`config.mk`:
```
export PLATFORM = sky130hd
export DESIGN_NAME = cntry_vehicle_detector
export DESIGN_NICKNAME = d
export VERILOG_FILES = /design/src/rtl/cntry_vehicle_detector.sv
export SDC_FILE = /design/constraint.sdc
export NUM_CORES = 1
export LEC_CHECK = 0
export ABC_CLOCK_PERIOD_IN_PS = 4800
export CAP_MARGIN = 30
export CORE_MARGIN = 4
export CORE_UTILIZATION = 59
export DETAILED_ROUTE_END_ITERATION = 12
export PLACE_DENSITY = 0.89
export SYNTH_ARGS = -nofsm -noshare
export SYNTH_HDL_FRONTEND = slang
export SYNTH_SLANG_ARGS = --single-unit
```
`constraint.sdc`:
```
create_clock -name clock -period 4.8 [get_ports clock]
set_input_delay 0.96 -clock clock [delete_from_list [all_inputs] [get_ports clock]]
set_output_delay 0.96 -clock clock [all_outputs]
set_load 0.02 [all_outputs]
```
`src/rtl/cntry_vehicle_detector.sv`:
```
// Country-road loop conditioner: 2-flop sync, debounce, saturating vehicle queue, and the
// car-waiting request X with max-green cap and highway holdoff. Optional macro: SENSOR_FAULT_EN.
module cntry_vehicle_detector #(
  parameter int DEBOUNCE     = 4,
  parameter int PASS_CYCLES  = 3,
  parameter int MAX_GREEN    = 20,
  parameter int MIN_HWY      = 10,
  parameter int CW           = 4,
  parameter int STUCK_CYCLES = 200
) (
  input  logic          clock,
  input  logic          clear,
  input  logic          sensor_raw,
  input  logic [2:0]    cntry,
  output logic          X,
  output logic [CW-1:0] car_count,
  output logic          sensor_db,
  output logic          overflow,
  output logic          sensor_fault,
  output logic [1:0]    o_dbg_state
);

  localparam int DW = $clog2(DEBOUNCE + 1);
  localparam int PW = $clog2(PASS_CYCLES + 1);
  localparam int GW = $clog2(MAX_GREEN + 1);
  localparam int HW = $clog2(MIN_HWY + 1);

  typedef enum logic [1:0] {
    IDLE    = 2'd0,
    REQUEST = 2'd1,
    SERVING = 2'd2,
    HOLDOFF = 2'd3
  } state_t;

  logic          r_sync1, r_sync2, r_db, r_db_prev;
  logic [DW-1:0] r_db_cnt;
  logic [PW-1:0] r_pass_tmr;
  logic [CW-1:0] r_count;
  logic          r_ovf, r_x;
  logic [GW-1:0] r_green_tmr, w_green_tmr_nxt, w_green_inc;
  logic [HW-1:0] r_hold_tmr, w_hold_tmr_nxt;
  state_t        r_state, w_state_nxt;
  logic          w_green, w_red, w_has_cars, w_arrival, w_depart, w_pass_run, w_fault;

  always_ff @(posedge clock or posedge clear) begin
    if (clear) begin
      r_sync1   <= 1'b0;
      r_sync2   <= 1'b0;
      r_db      <= 1'b0;
      r_db_prev <= 1'b0;
      r_db_cnt  <= '0;
    end else begin
      r_sync1   <= sensor_raw;
      r_sync2   <= r_sync1;
      r_db_prev <= r_db;
      if (r_sync2 == r_db) begin
        r_db_cnt <= '0;
      end else if (r_db_cnt == DW'(DEBOUNCE - 1)) begin
        r_db     <= r_sync2;
        r_db_cnt <= '0;
      end else begin
        r_db_cnt <= r_db_cnt + 1'b1;
      end
    end
  end

  assign w_green    = (cntry == 3'b001);
  assign w_red      = (cntry == 3'b100);
  assign w_arrival  = r_db & ~r_db_prev & ~w_fault;
  assign w_pass_run = w_green && (r_count != '0);
  assign w_depart   = w_pass_run && (r_pass_tmr == PW'(PASS_CYCLES - 1));
  assign w_has_cars = (r_count != '0) || w_fault;

  always_ff @(posedge clock or posedge clear) begin
    if (clear) begin
      r_pass_tmr <= '0;
      r_count    <= '0;
      r_ovf      <= 1'b0;
    end else begin
      if (!w_pass_run || w_depart) r_pass_tmr <= '0;
      else                         r_pass_tmr <= r_pass_tmr + 1'b1;
      // A simultaneous arrival and departure cancel out.
      if (w_arrival && !w_depart) begin
        if (r_count == {CW{1'b1}}) r_ovf   <= 1'b1;
        else                       r_count <= r_count + 1'b1;
      end else if (w_depart && !w_arrival) begin
        r_count <= r_count - 1'b1;
      end
    end
  end

  assign w_green_inc = r_green_tmr + 1'b1;

  always_comb begin
    w_state_nxt     = r_state;
    w_green_tmr_nxt = r_green_tmr;
    w_hold_tmr_nxt  = r_hold_tmr;
    case (r_state)
      IDLE: begin
        if (w_has_cars) w_state_nxt = REQUEST;
      end
      REQUEST: begin
        if (w_green) begin
          w_state_nxt     = SERVING;
          w_green_tmr_nxt = '0;
        end
      end
      SERVING: begin
        // The green cycle seen in REQUEST counts toward the cap, so X is high for at most MAX_GREEN green cycles.
        if (!w_has_cars || !w_green || (w_green_inc == GW'(MAX_GREEN - 1))) begin
          w_state_nxt    = HOLDOFF;
          w_hold_tmr_nxt = '0;
        end else begin
          w_green_tmr_nxt = w_green_inc;
        end
      end
      HOLDOFF: begin
        if (w_red || (r_hold_tmr != '0)) begin
          if (r_hold_tmr == HW'(MIN_HWY - 1)) begin
            w_state_nxt    = IDLE;
            w_hold_tmr_nxt = '0;
          end else begin
            w_hold_tmr_nxt = r_hold_tmr + 1'b1;
          end
        end
      end
      default: w_state_nxt = IDLE;
    endcase
  end

  always_ff @(posedge clock or posedge clear) begin
    if (clear) begin
      r_state     <= IDLE;
      r_green_tmr <= '0;
      r_hold_tmr  <= '0;
      r_x         <= 1'b0;
    end else begin
      r_state     <= w_state_nxt;
      r_green_tmr <= w_green_tmr_nxt;
      r_hold_tmr  <= w_hold_tmr_nxt;
      r_x         <= (w_state_nxt == REQUEST) || (w_state_nxt == SERVING);
    end
  end

`ifdef SENSOR_FAULT_EN
  localparam int SW = $clog2(STUCK_CYCLES + 1);
  logic [SW-1:0] r_stuck_tmr;
  logic          r_fault;

  // Sticky until clear; a faulted sensor keeps the country road cycling.
  always_ff @(posedge clock or posedge clear) begin
    if (clear) begin
      r_stuck_tmr <= '0;
      r_fault     <= 1'b0;
    end else if (!r_db) begin
      r_stuck_tmr <= '0;
    end else if (!r_fault) begin
      if (r_stuck_tmr == SW'(STUCK_CYCLES - 1)) r_fault <= 1'b1;
      r_stuck_tmr <= r_stuck_tmr + 1'b1;
    end
  end
  assign w_fault = r_fault;
`else
  assign w_fault = 1'b0;
`endif

  assign X            = r_x;
  assign car_count    = r_count;
  assign sensor_db    = r_db;
  assign overflow     = r_ovf;
  assign sensor_fault = w_fault;
  assign o_dbg_state  = r_state;

endmodule

```
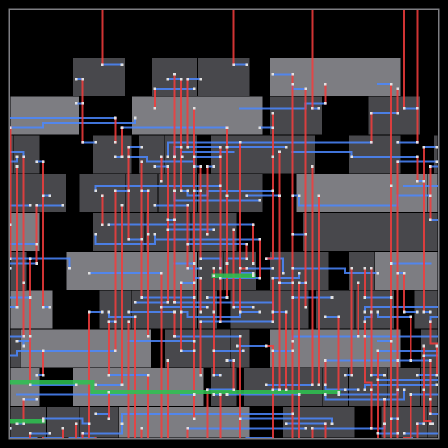
Fig. 1. Close-up of the layout (run 1).
Window x 14 to 44, y 25 to 55 µm. Cells in grey, sequential cells in the stronger grey; small squares are vias.
- blue: metal 1
- green: metal 3
- red: metal 2
- most frequent: dfrtp_1 (9), clkdlybuf4s50_1 (5)
- sequential cells in the window: 9
- cells with their middle in the window: 55
- netlist names of flops here include: car_count (4), r_pass_tmr (2)

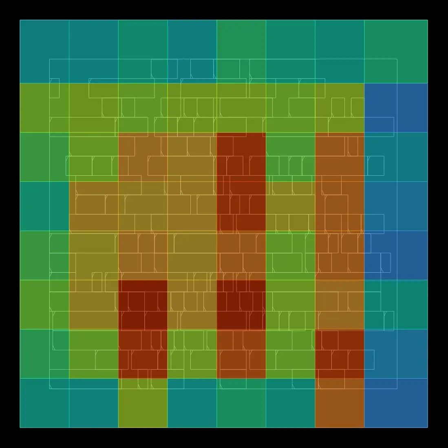
Fig. 2. Congestion heat map (run 1).
WL per Instance: 15.8 µm
Util after Layout: 0.734
met3 GRT Util: 0.0475
busiest grt layer: met2
GRT met1 Usage: 0.214

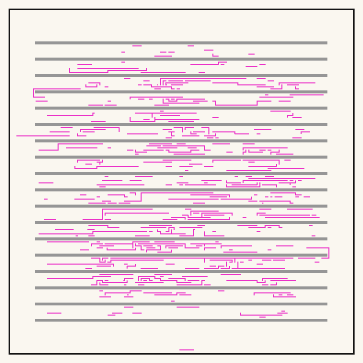
Fig. 3. The metal 1 layer (run 1).
Drawn at 6 px/µm. Supply wires on this layer in grey.
- longest straight run: 30.4 µm
- nets with wire on the layer: 144
- share of all routed wire: 40%
routed via count: 1,016
Post-Route WL: 2720 µm

==> run 1: stage by stage <==
stage / std cells / instance area (µm²)
floorplan: 128 / 1430
global placement: 167 / 1580
detailed placement: 168 / 1600
CTS: 172 / 1660
global route: 172 / 1660
finish: 172 / 1660
==> run 1: worst max-delay path, stage by stage <==
cell and delay, ns:
clkdlybuf4s50_1 0.47, nor3b_4 0.31, nand3_1 0.16, nand2_1 0.18
ha_1 0.25, a21o_1 0.17, a21oi_1 0.18, mux2i_1 0.23
xor2_1 0.18
==> run 1: sequential cells by signal, indices dropped and copies added, names as in the netlist <==
signal / flops
o_dbg_state: 2
r_green_tmr: 5
r_hold_tmr: 4
X: 1
car_count: 4
sensor_db: 1
r_db_cnt: 3
r_pass_tmr: 2
overflow: 1
r_sync2: 1
r_db_prev: 1
r_sync1: 1
==> run 1: placed cells by master (no fill, tap or decap), types with 2 or more instances in the layout <==
cell / instances
a21oi_1: 2
inv_1: 9
a22o_1: 5
ha_1: 9
dfrtp_1: 26
nand2_1: 6
a31oi_1: 2
mux2i_1: 2
nand2b_1: 2
xor2_1: 2
nand4_1: 2
clkdlybuf4s50_1: 14
o21ai_0: 6
nor3_1: 3
or2_2: 3
clkbuf_4: 3
o22ai_1: 2
nand3_1: 11
a21o_1: 2
nand3b_1: 3
xnor2_1: 3
nor2b_1: 3
mux2_4: 2
nor3b_1: 2
==> run 1: final timing paths <==
kind / from / end
setup reg to reg: car_count[1] / car_count[3]
setup / recovery: cntry[2] / car_count[3]
max in group asynchronous: clear / o_dbg_state[0]
hold / removal: r_sync1 / r_sync2
min in group asynchronous: clear / r_hold_tmr[1]
hold reg to reg: r_sync1 / r_sync2
==> results.py, run 1 <==
# Synthesis and PnR figures
metrics = {
    "flow_run": {
        "maxCapViolations": 0,
        "warning_count": 29,
    },
    "synthesis": {
        "most_common_cell": "dfrtp_1",
        "simple_gate_share": 0.205,
        "synth-seq-cells": 26,
        "top_area_frac": 0.456,
        "yosys_area_um2": 1430,
        "yosys_cells": 128,
        "yosys.area.top_type": "dfrtp_1",
        "ys_types": 43,
        "syn_area_um2": 1430,
        "ys.warnings.count": 0,
        "synth-edff-count": 0,
        "top_logic_kind": "simple AND/OR/NAND/NOR gates",
        "synth.area.mux_share": 0.0430,
        "xor_share": 0.0307,
        "postSynthSeqShare": 0.456,
        "synthTopCellsByArea": "dfrtp_1 (46%), ha_1 (7.9%), nand3_1 (3.9%)",
        "ys_dominant_reg_cell": "dfrtp_1",
        "synthCells": 128,
        "synthArstFlopShare": 1.00,
        "avgSynthCellArea_um2": 11.1,
        "common_cells": "dfrtp_1 (26), nand3_1 (11), ha_1 (9), inv_1 (9)",
        "fa_ha_area_frac": 0.0930,
        "synth_nets": 144,
        "aoi_share": 0.127,
    },
    "pwr": {
        "power_frac_comb": 0.461,
        "power.leakage_nw": 0.736,
        "switchingPower_mw": 0.389,
        "vdd_drop_max_mv": 0.391,
        "p_int_mw": 0.620,
        "p_total_mw": 1.01,
        "top_power_group": "combinational logic",
        "power.share.switching": 0.385,
        "seq-power_mw": 0.395,
        "p_seq_frac": 0.391,
        "p_clk_frac": 0.148,
        "powerDensity_nw_per_um2": 610,
        "pwr.group.clock_mw": 0.150,
        "pg_comb_mw": 0.465,
    },
    "die": {
        "dieHeight_um": 57.2,
        "die-area_um2": 3270,
        "initCoreUtil": 0.633,
        "io_pins": 16,
        "n_tap_cell": 28,
        "rows": 17,
        "die_w_um": 57.2,
        "placeableCoreArea_um2": 2250,
    },
    "final_timing": {
        "fmax_mhz": 354,
        "slew_viol_final": 0,
        "layout_setup_ws_ns": 1.97,
        "max_slew.worst_pin.slew_ns": 0.760,
        "setup_tns_ns": 0,
        "fin_crit_sh": 0.589,
        "rsz0062_at_grt": "no",
        "fin_skew_ns": 0.00372,
        "finalSetupViolations": 0,
        "whs_ns": 0.383,
        "finalCriticalPeriod_ns": 2.83,
        "relSlewSlack": 0.486,
        "finalHoldViolations": 0,
    },
    "clock_tree": {
        "numClockSinks": 26,
        "clock_path_buffers": 2,
        "htreeDepth": 1,
        "post_cts_resized": 0,
        "numCtsBuffers": 3,
        "holdBufCountCts": 0,
        "cts_setup_buffers": 0,
        "clk-insertion-delay-late_ns": 0.32,
        "cts_tree": "yes",
        "root_buffer": "clkbuf_4",
        "path_clk_slew_ns": 0.14,
    },
    "setup_path": {
        "r2r_slack_ns": 2.33,
        "critical_path_class": "primary input to register",
        "arrival_ns": 3.08,
        "crit_path_end_kind": "register",
        "worstPathMaxFanout": 5,
        "reg2regPathDepth": 8,
        "start_kind": "primary input",
        "required_ns": 5.05,
    },
    "place": {
        "port_buffers": 14,
        "hpwl_um": 2060,
        "routabilityCongestion": 0.827,
        "place_ws_ns": 1.63,
    },
    "cells_and_area": {
        "area_delta_synth_final_pct": 16.1,
        "comb_share": 0.432,
        "bufAreaShareNonClock": 0.101,
        "drive_above_1_share": 0.139,
        "flop_area_um2": 651,
        "buffers": 15,
        "biggestCellCategory": "combinational gates",
        "inverters": 9,
        "num-multi-input-gates": 90,
        "antenna_cells": 0,
        "clkCellAreaFrac": 0.0317,
        "clkbuf_count": 3,
        "finish.net_count": 161,
        "sh_seq_area": 0.393,
        "flop-count": 26,
        "mi_logic_area_um2": 716,
        "fillers": 154,
    },
    "drt": {
        "routed_via_density": 5.91,
        "wl_met2_um": 1510,
        "dr_wl_met3_um": 77,
        "maxUsedRoutingLayer": "met4",
        "detail-route-antenna-nets": 0,
        "drt_iter0_drc": 29,
        "route.detailed.drc": 0,
        "met1_length_um": 1100,
        "drt_pre_antenna_iters": 4,
    },
    "grt": {
        "overflow": 0,
        "grt_max_degree": 25,
        "grt_pass1_vias": 1107,
        "antenna_found_initial": 0,
        "grtUsageTotal": 0.191,
        "grtUsageMet2": 0.352,
        "grt_pass1_wl_um": 4920,
    },
    "worst_hold_path": {
        "worst_hold_path.num_cells": 0,
        "min_path_type": "register to register",
    },
    "status": {
        "status": "complete, no violations",
    },
}
==> run 1 -> run 2 <==
--- a/config.mk
+++ b/config.mk
@@ -5,12 +5,13 @@
 export SDC_FILE = /design/constraint.sdc
 export NUM_CORES = 1
 export LEC_CHECK = 0
-export ABC_CLOCK_PERIOD_IN_PS = 4800
+export ABC_CLOCK_PERIOD_IN_PS = 2400
 export CAP_MARGIN = 30
+export CORE_ASPECT_RATIO = 0.5
 export CORE_MARGIN = 4
-export CORE_UTILIZATION = 59
+export CORE_UTILIZATION = 49
 export DETAILED_ROUTE_END_ITERATION = 12
-export PLACE_DENSITY = 0.89
+export PLACE_DENSITY = 0.8
 export SYNTH_ARGS = -nofsm -noshare
 export SYNTH_HDL_FRONTEND = slang
 export SYNTH_SLANG_ARGS = --single-unit
==> constraint.sdc (replaced) <==
create_clock -name clock -period 2.4 [get_ports clock]
set_input_delay 0.48 -clock clock [delete_from_list [all_inputs] [get_ports clock]]
set_output_delay 0.48 -clock clock [all_outputs]
set_load 0.02 [all_outputs]
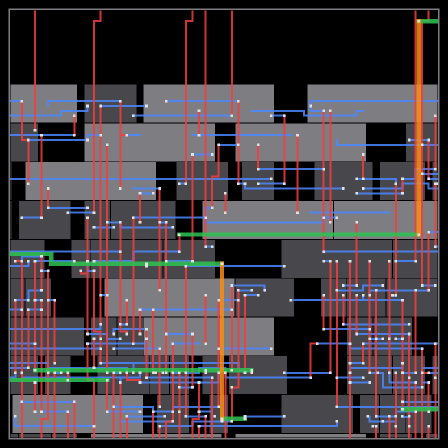
Fig. 4. Close-up of the layout (run 2).
Window x 27 to 57, y 16 to 46 µm. Cells in grey, sequential cells in the stronger grey; small squares are vias.
- green: metal 3
- orange: metal 4
- red: metal 2
- blue: metal 1
- netlist names of flops here include: r_pass_tmr (2)
- most frequent: dfrtp_1 (11), clkdlybuf4s50_1 (7), nand3_1 (4)
- cells with their middle in the window: 51
- sequential cells in the window: 11

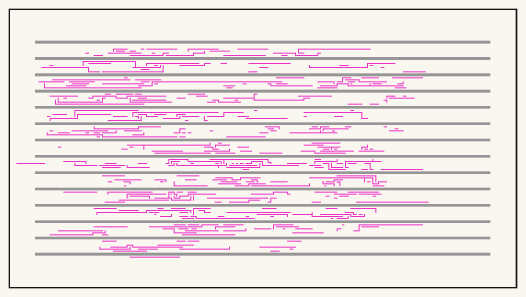
Fig. 5. The metal 1 layer (run 2).
Drawn at 6 px/µm. Supply wires on this layer in grey.
GRT met1 Usage: 0.191
Post-Route WL: 2790 µm

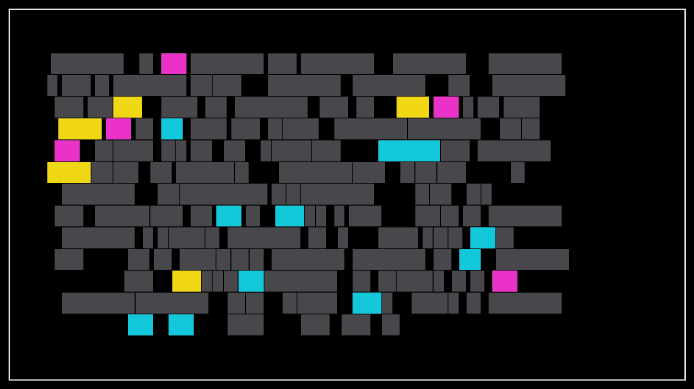
Fig. 6. Gate families picked out (run 2).
Drawn at 8 px/µm.
- yellow: mux cells (cells 5)
- cyan: non-inverting ao/oa cells (cells 10)
- magenta: xor and xnor cells (cells 5)
most frequent logic cell in the layout: dfrtp_1
combinational share of cell area: 0.417
Non-Filler Instances: 188

==> results.py, run 2 <==
# Synthesis and PnR figures
metrics = {
    "synthesis": {
        "fa_ha_area_frac": 0.0930,
        "synthArstFlopShare": 1.00,
        "simple_gate_share": 0.205,
        "ys_types": 43,
        "xor_share": 0.0307,
        "synth-seq-cells": 26,
        "synth-edff-count": 0,
        "syn_area_um2": 1430,
        "yosys_area_um2": 1430,
        "synth_nets": 144,
        "yosys.area.top_type": "dfrtp_1",
        "avgSynthCellArea_um2": 11.1,
        "most_common_cell": "dfrtp_1",
        "top_logic_kind": "simple AND/OR/NAND/NOR gates",
        "postSynthSeqShare": 0.456,
        "top_area_frac": 0.456,
        "ys_dominant_reg_cell": "dfrtp_1",
        "common_cells": "dfrtp_1 (26), nand3_1 (11), ha_1 (9), inv_1 (9)",
        "yosys_cells": 128,
        "ys.warnings.count": 0,
        "synthTopCellsByArea": "dfrtp_1 (46%), ha_1 (7.9%), nand3_1 (3.9%)",
        "synth.area.mux_share": 0.0430,
        "aoi_share": 0.127,
        "synthCells": 128,
    },
    "drt": {
        "dr_wl_met3_um": 120,
        "maxUsedRoutingLayer": "met4",
        "wl_per_cell_um": 14.9,
        "routed_via_density": 5.57,
        "vias": 1047,
        "drt_pre_antenna_iters": 4,
        "drt_iter0_drc": 39,
        "detail-route-antenna-nets": 0,
        "met1_length_um": 1290,
        "route.detailed.drc": 0,
        "wl_met2_um": 1350,
    },
    "clock_tree": {
        "holdBufCountCts": 0,
        "clk-insertion-delay-late_ns": 0.28,
        "post_cts_resized": 0,
        "clock_path_buffers": 2,
        "numCtsBuffers": 3,
        "root_buffer": "clkbuf_8",
        "path_clk_slew_ns": 0.09,
        "numClockSinks": 26,
        "htreeDepth": 1,
        "cts_setup_buffers": 0,
        "cts_tree": "yes",
    },
    "pwr": {
        "power_frac_comb": 0.476,
        "switchingPower_mw": 0.802,
        "power.share.switching": 0.374,
        "p_seq_frac": 0.352,
        "powerDensity_nw_per_um2": 1250,
        "power.leakage_nw": 0.769,
        "p_int_mw": 1.34,
        "p_clk_frac": 0.172,
        "vdd_drop_max_mv": 0.761,
    },
    "grt": {
        "grtUsageMet2": 0.287,
        "grtUsageTotal": 0.159,
        "gr-max-usage-layer": "met2",
        "grt_pass1_vias": 1014,
        "grt_pass1_wl_um": 4770,
        "globalRouteMet3Util": 0.0500,
        "grt_max_degree": 27,
        "overflow": 0,
        "antenna_found_initial": 0,
    },
    "final_timing": {
        "max_slew.worst_pin.slew_ns": 0.704,
        "finalSetupViolations": 0,
        "fmax_mhz": 445,
        "relSlewSlack": 0.524,
        "finalHoldViolations": 0,
        "fin_skew_ns": 0.00569,
        "layout_setup_ws_ns": 0.152,
        "rsz0062_at_grt": "no",
        "slew_viol_final": 0,
        "fin_crit_sh": 0.937,
        "finalCriticalPeriod_ns": 2.25,
    },
    "setup_path": {
        "crit_path_end_kind": "register",
        "critPathMaxStageDelay_ns": 0.54,
        "required_ns": 2.57,
        "worst_path_max_delay_cell": "or4_4",
        "path_cells": "or4_4 -> nand3_1 -> nand2_1 -> buf_4 -> fa_1 -> xor2_1 -> mux2_4",
        "start_kind": "register",
        "critical_path_class": "register to register",
        "arrival_ns": 2.41,
    },
    "die": {
        "die-area_um2": 3890,
        "dieHeight_um": 46.2,
        "die_w_um": 84.3,
        "initCoreUtil": 0.531,
        "io_pins": 16,
        "rows": 13,
        "placeableCoreArea_um2": 2680,
    },
    "flow_run": {
        "maxCapViolations": 0,
        "warning_count": 29,
    },
    "cells_and_area": {
        "mi_logic_area_um2": 716,
        "finish.net_count": 168,
        "largest_reg_flops": 5,
        "fillers": 230,
        "regMostFlops": "r_green_tmr",
        "antenna_cells": 0,
        "flop_area_um2": 651,
        "layout_top_cells": "dfrtp_1 (26), clkdlybuf4s50_1 (14), nand3_1 (11)",
        "area_delta_synth_final_pct": 20.4,
        "drive_above_1_share": 0.179,
    },
    "status": {
        "status": "complete, no violations",
    },
    "place": {
        "dp.cells": 184,
        "place_ws_ns": -0.0412,
        "port_buffers": 14,
        "hpwl_um": 2060,
        "routabilityCongestion": 0.893,
    },
    "worst_hold_path": {
        "min_path_type": "register to register",
    },
}
## run 2: worst max-delay path, delay by kind of cell (launching register included)
| family | cells | cell delay, ns |
|---|---|---|
| adders and majority gates | 1 | 0.38 |
| and+or+nand+nor | 3 | 0.75 |
| xor gates and xnor gates | 1 | 0.19 |
| DFF | 1 | 0.40 |
| buffers and inverters | 1 | 0.16 |
| muxes | 1 | 0.27 |
## run 2: power groups by stage
stage | Clock [mW] | Sequential [mW] | Combinational (mW)
6_report | 0.369 | 0.754 | 1.02
5_1_grt | 0.393 | 0.782 | 1.13
4_1_cts | 0.378 | 0.753 | 1.03
3_5_place_dp | 0 | 0.759 | 1.01
3_3_place_gp | 0 | 0.749 | 0.986
2_1_floorplan | 0 | 0.817 | 0.602
## run 2: final timing paths
path | depth (start not counted) | start | slack, ns | to
worst max-delay path | 7 | car_count[3] | 0.15 | car_count[2]
worst min-delay path | 0 | r_sync1 | 0.36 | r_sync2
worst max register to register | 7 | car_count[3] | 0.15 | car_count[2]
worst min register to register | 0 | r_sync1 | 0.36 | r_sync2
max in group asynchronous | 3 | clear | 1.60 | car_count[0]
min in group asynchronous | 3 | clear | 0.56 | r_db_cnt[0]
## run 2: cell type report
class | instances | share of cell area
repair buffers | 22 | 0.117
flip-flops and latches | 26 | 0.379
multi-input cells | 90 | 0.417
clock inverters | 1 | 0.0175
inverters | 9 | 0.0197
well taps | 37 | 0.0269
clock buffers | 3 | 0.0240
## run 2: per-stage QoR
stage	power [mW]	cell area, µm²	setup TNS (ns)	hold slack, ns	utilization
final	2.14	1720	0	0.363	0.640
after CTS	2.16	1720	0	0.367	0.640
after global routing	2.30	1720	0	0.373	0.640
after floorplan	1.42	1430	0	0.331	-
after detailed placement	1.77	1650	-0.0412	0.345	0.614
after global placement	1.73	1650	0	0.335	0.614
Power figures rest on the tool's default switching activity, not on a simulated workload.
